Figure 1. Metal layers overlaid.
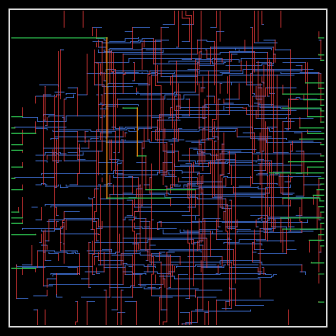
Figure 2. Placement density heat map.
8 x 8 tiles, from white (low) to dark blue (high), 0 to 100% covered.
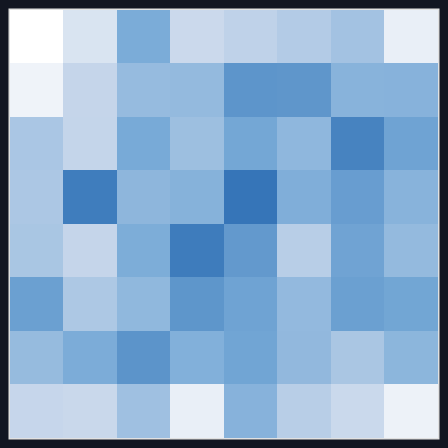
Figure 3. Track usage over the die.
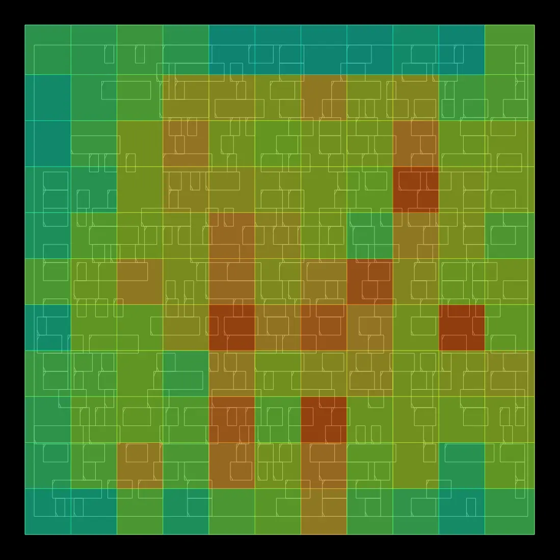
Figure 4. Gate-type map.
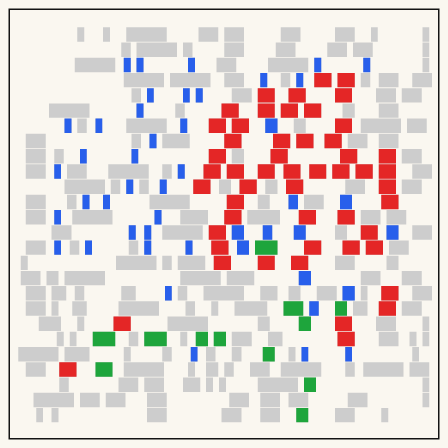
Figure 5. Metal 2.
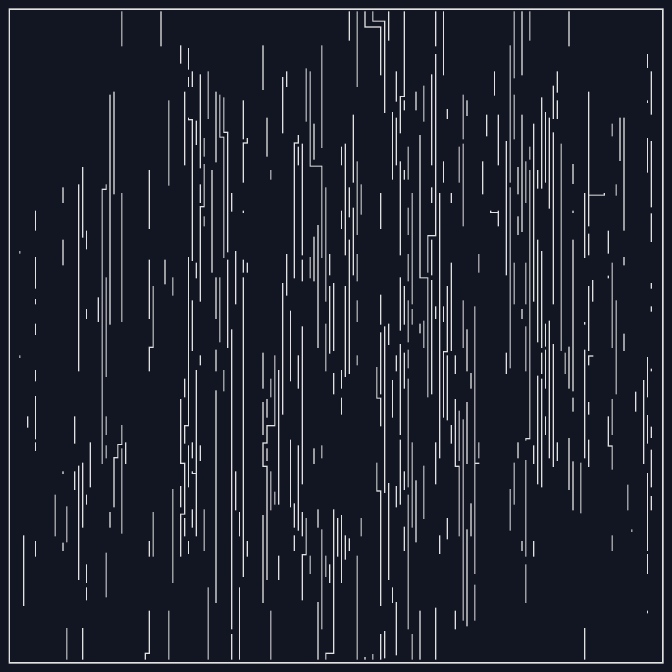
===== src/rtl/fp_hazard_unit.sv =====
// FP interlock/forwarding controller: NSTAGE-deep destination tracking plus div/sqrt occupancy; stall and forward selects are combinational, state updates next edge.
// Defining FP_STALL_CNT_EN builds a saturating stall-cycle counter; otherwise stall_cnt is tied to 0.
module fp_hazard_unit #(
  parameter int NSTAGE = 3,
  parameter int RW     = 5,
  parameter int DIVLAT = 12
) (
  input  logic                 clk,
  input  logic                 clr,
  input  logic                 id_valid,
  input  logic [RW-1:0]        id_fs,
  input  logic [RW-1:0]        id_ft,
  input  logic                 id_ua,
  input  logic                 id_ub,
  input  logic                 id_fwr,
  input  logic [RW-1:0]        id_fd,
  input  logic                 id_div,
  input  logic                 exe_lwc1,
  input  logic [RW-1:0]        exe_ldn,
  input  logic                 mem_lwc1,
  input  logic [RW-1:0]        mem_ldn,
  output logic                 stall,
  output logic                 fwd_la,
  output logic                 fwd_lb,
  output logic                 fwd_fa,
  output logic                 fwd_fb,
  output logic [NSTAGE*RW-1:0] e_n,
  output logic [NSTAGE-1:0]    e_w,
  output logic [7:0]           div_cnt,
  output logic [15:0]          stall_cnt
);

  logic [NSTAGE*RW-1:0] stage_n;
  logic [NSTAGE-1:0]    stage_w;
  logic [7:0]           div_q;
  logic                 busy;
  logic                 use_a, use_b;
  logic                 raw_a, raw_b;
  logic                 fwd_fa_c, fwd_fb_c;
  logic                 fwd_la_c, fwd_lb_c;
  logic                 issue;

  // Stages 1..NSTAGE-1 hold results that are not yet forwardable.
  function automatic logic hit_inflight(input logic [RW-1:0]        src,
                                        input logic [NSTAGE*RW-1:0] n,
                                        input logic [NSTAGE-1:0]    w);
    logic h;
    h = 1'b0;
    for (int k = 1; k < NSTAGE; k++) begin
      if (w[k-1] && (n[k*RW-1 -: RW] == src)) h = 1'b1;
    end
    return h;
  endfunction

  function automatic logic hit_last(input logic [RW-1:0]        src,
                                    input logic [NSTAGE*RW-1:0] n,
                                    input logic [NSTAGE-1:0]    w);
    return w[NSTAGE-1] && (n[NSTAGE*RW-1 -: RW] == src);
  endfunction

  always_comb begin
    busy     = (div_q != 8'd0);
    use_a    = id_valid && id_ua;
    use_b    = id_valid && id_ub;
    raw_a    = use_a && (hit_inflight(id_fs, stage_n, stage_w) ||
                         (exe_lwc1 && (exe_ldn == id_fs)));
    raw_b    = use_b && (hit_inflight(id_ft, stage_n, stage_w) ||
                         (exe_lwc1 && (exe_ldn == id_ft)));
    fwd_fa_c = use_a && hit_last(id_fs, stage_n, stage_w) && !raw_a;
    fwd_fb_c = use_b && hit_last(id_ft, stage_n, stage_w) && !raw_b;
    fwd_la_c = use_a && mem_lwc1 && (mem_ldn == id_fs) && !fwd_fa_c;
    fwd_lb_c = use_b && mem_lwc1 && (mem_ldn == id_ft) && !fwd_fb_c;
  end

  assign stall  = !clr && (raw_a || raw_b || busy);
  assign fwd_fa = !clr && fwd_fa_c;
  assign fwd_fb = !clr && fwd_fb_c;
  assign fwd_la = !clr && fwd_la_c;
  assign fwd_lb = !clr && fwd_lb_c;
  assign issue  = id_valid && !stall;

  // The whole pipe freezes while div/sqrt is busy; a stalled ID cycle shifts in a bubble.
  always_ff @(posedge clk) begin
    if (clr) begin
      stage_n <= '0;
      stage_w <= '0;
      div_q   <= 8'd0;
    end else if (busy) begin
      div_q <= div_q - 8'd1;
    end else begin
      stage_w <= {stage_w[NSTAGE-2:0], issue && id_fwr};
      stage_n <= {stage_n[(NSTAGE-1)*RW-1:0], id_fd};
      if (issue && id_div) div_q <= 8'(DIVLAT - 1);
    end
  end

  assign e_n     = stage_n;
  assign e_w     = stage_w;
  assign div_cnt = div_q;

`ifdef FP_STALL_CNT_EN
  logic [15:0] stall_q;

  always_ff @(posedge clk) begin
    if (clr) begin
      stall_q <= 16'd0;
    end else if (stall && (stall_q != 16'hFFFF)) begin
      stall_q <= stall_q + 16'd1;
    end
  end

  assign stall_cnt = stall_q;
`else
  assign stall_cnt = 16'd0;
`endif

endmodule

===== config.mk =====
export PLATFORM = sky130hd
export DESIGN_NAME = fp_hazard_unit
export DESIGN_NICKNAME = d
export VERILOG_FILES = /design/src/rtl/fp_hazard_unit.sv
export SDC_FILE = /design/constraint.sdc
export NUM_CORES = 1
export LEC_CHECK = 0
export CELL_PAD_IN_SITES_DETAIL_PLACEMENT = 1
export CELL_PAD_IN_SITES_GLOBAL_PLACEMENT = 1
export CORE_UTILIZATION = 33
export CTS_BUF_LIST = sky130_fd_sc_hd__clkbuf_4 sky130_fd_sc_hd__clkbuf_8
export DETAILED_ROUTE_END_ITERATION = 8
export HOLD_SLACK_MARGIN = 0.06
export PLACE_DENSITY_LB_ADDON = 0.1
export SLEW_MARGIN = 20
export SYNTH_ARGS = -nofsm -noshare
export SYNTH_HDL_FRONTEND = slang
export SYNTH_SLANG_ARGS = --single-unit

===== constraint.sdc =====
create_clock -name clk -period 4.9 [get_ports clk]
set_input_delay 0.98 -clock clk [delete_from_list [all_inputs] [get_ports clk]]
set_output_delay 0.98 -clock clk [all_outputs]
set_load 0.01 [all_outputs]

==> qor.csv <==
stage,metric,value,unit
logic_synthesis,avgSynthCellArea,7.988,µm²
logic_synthesis,netlist_area,0.001829,mm²
place,gp_congestion,0.7687,
worst_hold_path,hold_start,e_n[11],
cts,cts.reportedPaths.clkPinSlew,0.09,ns
grt,gr-total-overflow,0,
cts,holdBufCountCts,0,
routing,wl_met3,225,µm
worst_setup_path,worstSetupEndpointType,output port,
timing,finalHoldViolCount,0,
floorplan,core_area,0.005238,mm²
grt,grt_pass1_wl,8818,µm
outcome,outcome,finished clean,
flow_run,warnings,26,
place,pre_cts_slack,0.5987,ns
routing,dr.pass1.iters,3,
cts,cts_made_buffers,3,
place,hpwl,4128,µm
routing,drc,0,
logic_synthesis,syn-instance-count,229,
routing,drt_wl_total,5462,µm
logic_synthesis,edf_count,0,
worst_setup_path,cp_top_family,buffers and inverters,
timing,slew_viol_final,0,
routing,vias_per_cell,4.846,
timing,layout_setup_ws,0.6025,ns
floorplan,chip_area,0.005845,mm²
logic_synthesis,synthXorXnorAreaFrac,0.2490,
power_and_ir_drop,power_density,393.7,mW/mm²
floorplan,rows,26,
timing,final.min_clock_period,4.297,ns
logic_synthesis,ys_sh_simple,0.2257,
place,place_area,0.002419,mm²
grt,grt_usage,0.1922,
timing,final-setup-viol-count,0,
finish,final_nets,317,
logic_synthesis,ys.warnings.count,0,
logic_synthesis,synth-compound-area-share,0.1067,
worst_setup_path,critical_path.max_stage_delay,0.58,ns
logic_synthesis,async_flop_share,0,
logic_synthesis,top_logic_kind,XOR/XNOR gates,
floorplan,ioPinCount,81,
worst_setup_path,crit_chain,clkdlybuf4s50_1 > xor2_1 > nor4_1 > a41oi_2 > nand4_1 > nor3b_1 > clkdlybuf4s50_1,
logic_synthesis,ys_seq_share,0.2845,
floorplan,die-width,76.45,µm
timing,finalCritPeriodShare,0.8770,
timing,finalSetupTns,0,ns
cts,cts_resized,0,
routing,via_count,1701,
finish,final_cell_mix,"clkdlybuf4s50_1, nand2_1, xor2_1",
power_and_ir_drop,power.total,0.0009740,W
worst_setup_path,cp_data_arrival_time,3.32,ns
worst_setup_path,cpMostUsedCell,clkdlybuf4s50_1,
timing,worst_pin_slew,0.7921,ns
logic_synthesis,yosys-stat-area,0.001829,mm²
place,io_buffers,64,
cts,clockRootBuffer,clkbuf_8,
cts,insertion_delay,0.28,ns
worst_setup_path,cp_slowest_cell,clkdlybuf4s50_1,
cts,cts_tree,done,
worst_hold_path,hold_path_class,register to register,
routing,wl_met1,2701,µm
flow_run,cap_violations,0,
timing,rsz0062_at_grt,no,
logic_synthesis,yosys.area_share.adder,0.006840,
worst_setup_path,startpoint_type,input port,
grt,grt_pass1_vias,1749,
floorplan,dieHeight,76.45,µm
finish,layoutNonFillerInstCount,351,
logic_synthesis,yosysUniqueCellTypes,34,
logic_synthesis,ys_ff,26,
About Figure 1:
Key: M1 = blue [wire length 2700 µm]; M4 = orange [wire length 50.3 µm]; M3 = green [wire length 225 µm]; M2 = red [wire length 2490 µm]

About Figure 2:
The densest ninth of the die: center. The mean over all tiles is 41%. The fullest tile reaches 72%. The emptiest ninth of the die: upper left. 1.6% of the tiles are nearly empty.

About Figure 3:
routing usage on met1: 0.2565
DR WL/cell: 15.56 µm

About Figure 4:
Key: xor and xnor cells = red [cells 52, most used xor2_1]; and/or cells = green [cells 12, most used and2_1]; nand cells = blue [cells 46, most used nand2_1]

About Figure 5:
The wires run mostly vertical. 281 nets have wire on it. The longest straight run is 35.0 µm. The layer holds 46% of the routed length. The layer carries 2490 µm of wire.

-- registers in the layout (all words and copies together) (netlist names) --
name and flops:
e_n 15, e_w 3, div_cnt 8
-- worst paths after layout --
kind,endpoint,slack (ns),depth (start not counted)
worst min-delay path,e_n[11],0.52,2
worst max register to register,div_cnt[1],2.22,7
worst min register to register,e_n[11],0.52,2
worst max-delay path,fwd_la,0.60,7
-- cell type report --
cell class	count	area, µm²	share of cell area
multi-input combinational	183	1147	0.4638
timing repair buffer	66	655.6	0.2650
sequential	26	520.5	0.2104
tap	70	87.58	0.03541
clock buffer	4	55.05	0.02226
inverter	2	7.507	0.003035
-- cell usage after synthesis, drive strengths merged, types with 2 or more instances --
library cell	count	share of area
dfxtp	26	0.28
a21oi	21	0.057
and2	4	0.014
a31oi	3	0.010
xnor2	23	0.11
nor2	10	0.021
xor2	29	0.14
nor3	5	0.014
nor4	7	0.024
inv	2	0.0041
a41oi	2	0.018
nand2	35	0.072
clkbuf	4	0.014
nand4	8	0.027
and3	3	0.013
or3	3	0.016
buf	29	0.10
nand3	3	0.0082
-- report_power, final --
group / switching [W] / total (W) / internal, W / leakage (nW)
Sequential: 0.0000701 / 0.000330 / 0.000260 / 0.212
Clock: 0.0000735 / 0.000146 / 0.0000721 / 0.0288
Combinational: 0.000262 / 0.000499 / 0.000236 / 0.673
-- per-layer routing --
layer  track usage  vias up
met5             0        -
met3       0.03713        4
met2        0.3135       53
li1              -      834
met1        0.2565      810
met4       0.05192        0
-- worst register-to-register path, stage by stage (launching register included) --
cell and delay, ns:
dfxtp_1 0.35, inv_1 0.08, ha_1 0.18, or3b_1 0.42
nor2_1 0.22, nand2_1 0.51, a41oi_2 0.47, mux2_1 0.35
Power figures rest on the tool's default switching activity, not on a simulated workload.
